<file path="config.mk">
export PLATFORM = sky130hd
export DESIGN_NAME = cdb_arbiter_flat
export DESIGN_NICKNAME = d
export VERILOG_FILES = /design/src/rtl/cdb_arbiter_pkg.sv /design/src/rtl/cdb_arbiter_if.sv /design/src/rtl/cdb_arbiter_rr_pick2.sv /design/src/rtl/cdb_arbiter.sv /design/src/flat_wrapper.sv
export SDC_FILE = /design/constraint.sdc
export NUM_CORES = 1
export LEC_CHECK = 0
export CAP_MARGIN = 5
export CELL_PAD_IN_SITES_DETAIL_PLACEMENT = 0
export CELL_PAD_IN_SITES_GLOBAL_PLACEMENT = 1
export CORE_MARGIN = 1
export CORE_UTILIZATION = 35
export CTS_BUF_LIST = sky130_fd_sc_hd__clkbuf_4 sky130_fd_sc_hd__clkbuf_8
export CTS_CLUSTER_SIZE = 20
export DETAILED_ROUTE_END_ITERATION = 16
export MAX_ROUTING_LAYER = met4
export PLACE_DENSITY_LB_ADDON = 0.1
export RECOVER_POWER = 50
export SYNTH_ARGS = -nofsm -noshare
export SYNTH_HDL_FRONTEND = slang
export SYNTH_SLANG_ARGS = --single-unit
</file>
<file path="constraint.sdc">
create_clock -name clock -period 8.7 [get_ports clock]
set_input_delay 0.87 -clock clock [delete_from_list [all_inputs] [get_ports clock]]
set_output_delay 0.87 -clock clock [all_outputs]
set_load 0.005 [all_outputs]
</file>
<file path="src/rtl/cdb_arbiter_pkg.sv">
// cdb_arbiter_pkg: shared widths, FU indices and the CDB packet type for the CDB arbiter
package cdb_arbiter_pkg;
  localparam int NUM_FU = 4;
  localparam int PRN_SIZE = 64;
  localparam int ROB_SIZE = 32;
  localparam int TW = $clog2(PRN_SIZE);
  localparam int RW = $clog2(ROB_SIZE);
  localparam int PW = $clog2(NUM_FU);
  localparam int FU_ADD0 = 0;
  localparam int FU_ADD1 = 1;
  localparam int FU_MULT = 2;
  localparam int FU_MEM = 3;
  typedef struct packed {
    logic valid;
    logic [63:0] value;
    logic [TW-1:0] tag;
    logic [RW-1:0] rob_idx;
  } cdb_packet_t;
  function automatic logic [PW-1:0] ring_idx(input logic [PW-1:0] base, input int off);
    return PW'((int'(base) + off) % NUM_FU);
  endfunction
endpackage

</file>
<file path="src/rtl/cdb_arbiter_if.sv">
// cdb_arbiter_if: FU result handshake plus the two CDB broadcast buses
interface cdb_arbiter_if;
  import cdb_arbiter_pkg::*;
  logic flush;
  logic [NUM_FU-1:0] fu_valid;
  logic [NUM_FU-1:0][63:0] fu_result;
  logic [NUM_FU-1:0][TW-1:0] fu_dest_tag;
  logic [NUM_FU-1:0][RW-1:0] fu_rob_idx;
  logic [NUM_FU-1:0] fu_ready;
  logic cdb1_valid;
  logic [63:0] cdb1_value;
  logic [TW-1:0] cdb1_tag;
  logic [RW-1:0] cdb1_rob_idx;
  logic cdb2_valid;
  logic [63:0] cdb2_value;
  logic [TW-1:0] cdb2_tag;
  logic [RW-1:0] cdb2_rob_idx;
  modport master (
    output flush, fu_valid, fu_result, fu_dest_tag, fu_rob_idx,
    input fu_ready, cdb1_valid, cdb1_value, cdb1_tag, cdb1_rob_idx,
    input cdb2_valid, cdb2_value, cdb2_tag, cdb2_rob_idx
  );
  modport slave (
    input flush, fu_valid, fu_result, fu_dest_tag, fu_rob_idx,
    output fu_ready, cdb1_valid, cdb1_value, cdb1_tag, cdb1_rob_idx,
    output cdb2_valid, cdb2_value, cdb2_tag, cdb2_rob_idx
  );
endinterface

</file>
<file path="src/rtl/cdb_arbiter_rr_pick2.sv">
// rr_pick2: picks the first two requesters at or after ptr, in cyclic order
module rr_pick2
  import cdb_arbiter_pkg::*;
(
  input  logic [NUM_FU-1:0] req,
  input  logic [PW-1:0]     ptr,
  output logic              gnt1_valid,
  output logic [PW-1:0]     gnt1_idx,
  output logic              gnt2_valid,
  output logic [PW-1:0]     gnt2_idx
);
  always_comb begin
    gnt1_valid = 1'b0;
    gnt1_idx = '0;
    gnt2_valid = 1'b0;
    gnt2_idx = '0;
    for (int k = 0; k < NUM_FU; k++) begin
      if (req[ring_idx(ptr, k)]) begin
        if (!gnt1_valid) begin
          gnt1_valid = 1'b1;
          gnt1_idx = ring_idx(ptr, k);
        end else if (!gnt2_valid) begin
          gnt2_valid = 1'b1;
          gnt2_idx = ring_idx(ptr, k);
        end
      end
    end
  end
endmodule

</file>
<file path="src/rtl/cdb_arbiter.sv">
// cdb_arbiter: per-FU result slots drained onto two CDBs by a two-grant round robin
module cdb_arbiter
  import cdb_arbiter_pkg::*;
(
  input logic clock,
  input logic reset,
  cdb_arbiter_if.slave bus
);
  cdb_packet_t slot [NUM_FU];
  cdb_packet_t cdb1_q, cdb2_q;
  logic [PW-1:0] rr_ptr;
  logic [NUM_FU-1:0] slot_full, grant;
  logic g1v, g2v;
  logic [PW-1:0] g1i, g2i;
  rr_pick2 u_pick (
    .req(slot_full),
    .ptr(rr_ptr),
    .gnt1_valid(g1v),
    .gnt1_idx(g1i),
    .gnt2_valid(g2v),
    .gnt2_idx(g2i)
  );
  always_comb begin
    slot_full = '0;
    grant = '0;
    for (int i = 0; i < NUM_FU; i++) begin
      slot_full[i] = slot[i].valid;
      grant[i] = (g1v && g1i == PW'(i)) || (g2v && g2i == PW'(i));
    end
  end
  // A slot being broadcast this cycle can take a new result on the same edge
  assign bus.fu_ready = ~slot_full | grant;
  always_ff @(posedge clock) begin
    if (reset) begin
      for (int i = 0; i < NUM_FU; i++) slot[i] <= '0;
      cdb1_q <= '0;
      cdb2_q <= '0;
      rr_ptr <= '0;
    end else if (bus.flush) begin
      for (int i = 0; i < NUM_FU; i++) slot[i] <= '0;
      cdb1_q.valid <= 1'b0;
      cdb2_q.valid <= 1'b0;
      rr_ptr <= '0;
    end else begin
      for (int i = 0; i < NUM_FU; i++) begin
        if (grant[i]) slot[i].valid <= 1'b0;
        if (bus.fu_valid[i] && bus.fu_ready[i])
          slot[i] <= '{valid: 1'b1, value: bus.fu_result[i], tag: bus.fu_dest_tag[i], rob_idx: bus.fu_rob_idx[i]};
      end
      cdb1_q.valid <= g1v;
      cdb2_q.valid <= g2v;
      if (g1v) cdb1_q <= slot[g1i];
      if (g2v) cdb2_q <= slot[g2i];
      rr_ptr <= g2v ? ring_idx(g2i, 1) : g1v ? ring_idx(g1i, 1) : rr_ptr;
    end
  end
  assign bus.cdb1_valid = cdb1_q.valid;
  assign bus.cdb1_value = cdb1_q.value;
  assign bus.cdb1_tag = cdb1_q.tag;
  assign bus.cdb1_rob_idx = cdb1_q.rob_idx;
  assign bus.cdb2_valid = cdb2_q.valid;
  assign bus.cdb2_value = cdb2_q.value;
  assign bus.cdb2_tag = cdb2_q.tag;
  assign bus.cdb2_rob_idx = cdb2_q.rob_idx;
endmodule

</file>
<file path="src/flat_wrapper.sv">
// flat-port wrapper written by rule: the top's interface ports become plain ports
module cdb_arbiter_flat import cdb_arbiter_pkg::*;
  (clock, reset, bus_flush, bus_fu_valid, bus_fu_result, bus_fu_dest_tag, bus_fu_rob_idx, bus_fu_ready, bus_cdb1_valid, bus_cdb1_value, bus_cdb1_tag, bus_cdb1_rob_idx, bus_cdb2_valid, bus_cdb2_value, bus_cdb2_tag, bus_cdb2_rob_idx);
  cdb_arbiter_if bus_i ();
  input logic clock;
  input logic reset;
  input wire logic [$bits(bus_i.flush)-1:0] bus_flush;
  input wire logic [$bits(bus_i.fu_valid)-1:0] bus_fu_valid;
  input wire logic [$bits(bus_i.fu_result)-1:0] bus_fu_result;
  input wire logic [$bits(bus_i.fu_dest_tag)-1:0] bus_fu_dest_tag;
  input wire logic [$bits(bus_i.fu_rob_idx)-1:0] bus_fu_rob_idx;
  output wire logic [$bits(bus_i.fu_ready)-1:0] bus_fu_ready;
  output wire logic [$bits(bus_i.cdb1_valid)-1:0] bus_cdb1_valid;
  output wire logic [$bits(bus_i.cdb1_value)-1:0] bus_cdb1_value;
  output wire logic [$bits(bus_i.cdb1_tag)-1:0] bus_cdb1_tag;
  output wire logic [$bits(bus_i.cdb1_rob_idx)-1:0] bus_cdb1_rob_idx;
  output wire logic [$bits(bus_i.cdb2_valid)-1:0] bus_cdb2_valid;
  output wire logic [$bits(bus_i.cdb2_value)-1:0] bus_cdb2_value;
  output wire logic [$bits(bus_i.cdb2_tag)-1:0] bus_cdb2_tag;
  output wire logic [$bits(bus_i.cdb2_rob_idx)-1:0] bus_cdb2_rob_idx;
  assign bus_i.flush = bus_flush;
  assign bus_i.fu_valid = bus_fu_valid;
  assign bus_i.fu_result = bus_fu_result;
  assign bus_i.fu_dest_tag = bus_fu_dest_tag;
  assign bus_i.fu_rob_idx = bus_fu_rob_idx;
  assign bus_fu_ready = bus_i.fu_ready;
  assign bus_cdb1_valid = bus_i.cdb1_valid;
  assign bus_cdb1_value = bus_i.cdb1_value;
  assign bus_cdb1_tag = bus_i.cdb1_tag;
  assign bus_cdb1_rob_idx = bus_i.cdb1_rob_idx;
  assign bus_cdb2_valid = bus_i.cdb2_valid;
  assign bus_cdb2_value = bus_i.cdb2_value;
  assign bus_cdb2_tag = bus_i.cdb2_tag;
  assign bus_cdb2_rob_idx = bus_i.cdb2_rob_idx;
  cdb_arbiter u_core (.clock(clock), .reset(reset), .bus(bus_i));
endmodule
</file>
Signal wires on met1:
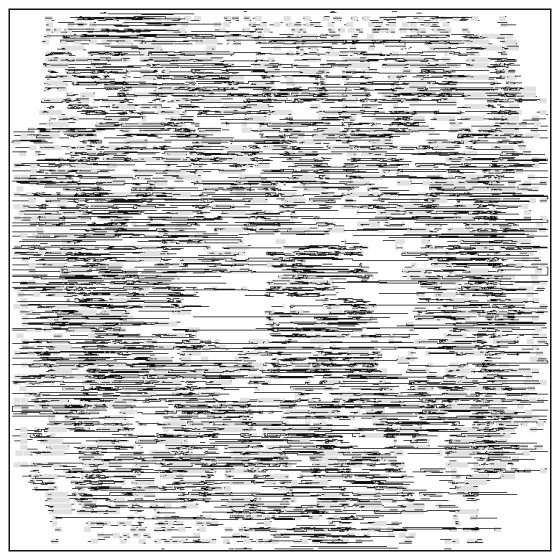
The layer holds 42% of the routed length. The wires run mostly horizontal. 2452 nets have wire on it. The longest straight run is 80.5 microns. The layer carries 38.2 mm of wire.
via total after detailed routing: 19000
sum of routed wire length over all layers: 90.7 mm
global-route track usage on met1: 37.1%

Signal wires on met2:
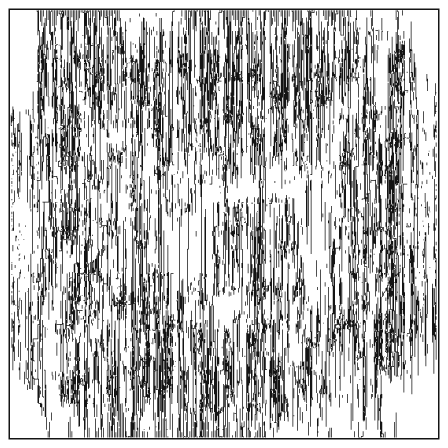
The layer holds 47% of the routed length. The layer carries 42.4 mm of wire. The wires run mostly vertical. The longest straight run is 73.8 microns.

Local utilization:
The bar under the picture is 100 microns long. The die is cut into 25 by 25 equal tiles; dark blue is low, red is high, 0 to 100% covered.
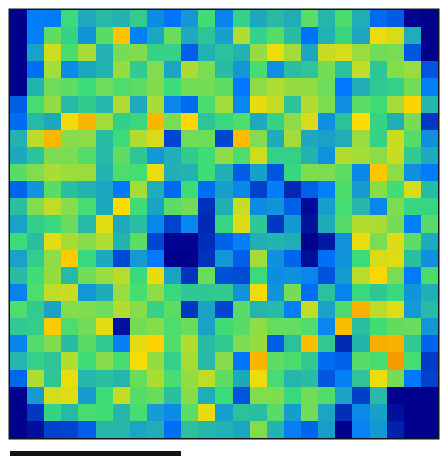
The mean over all tiles is 44%. The fullest tile reaches 82%. 3.0% of the tiles are over 75% full.
final core area utilization: 47.0%
area of the placeable core: 60600 sq um

==> ci_impl_report.md <==
### Yosys + OpenROAD results

| Metric | Value |
|---|---|
| Clock insertion delay at the later pin of the skew report | `between 0.6 and 0.7 ns` |
| Flip-flop and latch share of the layout cell area | `a little over two fifths` |
| Setup repair after global routing missed its margin | `false` |
| Synth async-reset ratio | `0%` |
| First-pass GRT wire length | `roughly 130 mm` |
| Global-route total usage across every layer | `roughly 29%` |
| Number of cells on the worst hold path | `2` |
| Main synth FF type | `sky130_fd_sc_hd__edfxtp_1` |
| Switching power share of the total | `between 20% and 30%` |
| Final Slew Violations | `239` |
| Share of final-layout standard cells stronger than drive strength 1 | `roughly 10%` |
| Buffer-and-inverter tally for the worst setup path | `4` |
| Pin count of the biggest net entering global routing | `around 93` |
| Layout-stage area growth over the synthesis result | `32.1%` |
| Yosys warnings | `0` |
| Number of logic stages on the critical path including buffering | `7` |
| Crit Reg-Reg Endpoint | `u_core.slot[3][51]` |
| Area-dominant cell class after layout | `flip-flops and latches` |
| H-Tree Level Count | `3` |
| Average wire per standard cell | `roughly 28 microns` |
| Worst hold endpoint | `u_core.bus.cdb2_value[11]` |
| Violation tally from detailed-route iteration zero | `about 1700` |
| Post-synth regs | `~460` |
| Non-Clock Buffer Count | `approximately 510` |
| Type of the worst setup path | `reg -> out` |
| Distinct cell type count after synthesis | `between 60 and 70` |
| Min-Delay Startpoint | `u_core.bus.cdb2_value[11]` |
| Die span in y | `between 200 and 300 microns` |
| Violations in the final reports | `max-capacitance violations, max-slew violations` |
| Leakage | `roughly 11 nW` |
| Kind of path behind the tightest hold check | `reg -> reg` |
| Quantity of hold-fixing buffers added after cts | `0` |
| Startpoint of the most critical register-to-register path | `u_core.slot[2][75]` |
| Launch point of the critical path | `u_core.slot[2][75]` |
| Count of endpoints failing setup in the final report | `0` |
| Multi-input gate area in the final layout | `between 8000 and 9000 sq um` |
| Result of the run | `finished, violations left` |
| Clock buffers created by TritonCTS | `around 83` |
| Power consumption | `between 0.005 and 0.006 W` |
| Clock Skews | `about 0.035 ns` |
| Clock distribution area overhead in the final layout | `6.10%` |
| Postcts setup bufs | `0` |
| # Max-Cap Violations | `6` |
| Maximum clock path buffer count | `3` |
| Xor/xnor cell area share of the yosys netlist | `less than 1%` |
| Type of origin of the critical path | `flop` |
| Post-CTS Resized | `0` |
| Transition time at the pin with the least slew margin | `~2.6 ns` |
| Gr ovfl total | `0` |
| Count of endpoints failing hold in the final timing report | `0` |
| FF+latch area | `about 12000 sq um` |
| Clock-pin slew of the registers on the worst-case setup and hold paths | `0.06 ns` |
| Arrival time worst endpoint | `~5.6 ns` |
| Cells in synth_stat.txt | `approximately 2000` |
| Count of boundary I/O pins | `463` |
| Number of flip-flops and latches | `458` |
| Layout non-clock buf frac | `~17%` |
## metal layers
layer | routed length, microns | share of wire (%) | vias up | track usage, %
met2 | 42400 | 47 | 1011 | 45.3
li1 | - | - | 8340 | -
met1 | 38200 | 42 | 9539 | 37.1
met3 | 7060 | 7.8 | 153 | 5.72
met4 | 2960 | 3.3 | 0 | 10.4
met5 | 0 | 0 | - | -
## flip-flops by register name, summed over array words and instances, names as in the netlist
register	count
u_core.slot	304
u_core.bus.cdb1_value	64
u_core.bus.cdb2_value	64
u_core.bus.cdb1_tag	6
u_core.bus.cdb2_tag	6
u_core.bus.cdb1_rob_idx	5
u_core.bus.cdb2_rob_idx	5
u_core.rr_ptr	2
u_core.bus.cdb1_valid	1
u_core.bus.cdb2_valid	1
## power groups by stage
stage	Clock (W)	Combinational, W	Sequential [W]
4_1_cts	0.00217	0.00110	0.00259
3_3_place_gp	0	0.00109	0.00263
3_5_place_dp	0	0.00109	0.00263
5_1_grt	0.00226	0.00113	0.00260
2_1_floorplan	0	0.000535	0.00260
6_report	0.00214	0.00107	0.00259
## cell usage in the layout (no fill, tap or decap), drive strengths merged, types with 5 or more instances in the layout
cell,n
o21ai,90
nor3,7
inv,18
diode,9
clkinv,8
nor2b,5
clkdlybuf4s50,308
mux2i,153
nand2,36
a21oi,100
buf,44
dfxtp,156
edfxtp,302
mux2,15
dlygate4sd3,152
clkbuf,148
a211oi,5
nand3,280
a31oi,64
nor3b,152
nor2,165
a221oi,153
## through the flow
step           instance area, sq um  util, %  instances  setup WS [ns]
3_3_place_gp                  26800     44.2       3047           3.91
3_5_place_dp                  26800     44.2       3048           3.97
2_1_floorplan                 21500        -       1976          0.138
5_1_grt                       28500     47.0       3211           1.85
4_1_cts                       28500     47.1       3203           3.65
6_report                      28500     47.0       3212           2.20
Power is estimated from default activity; no workload was simulated.
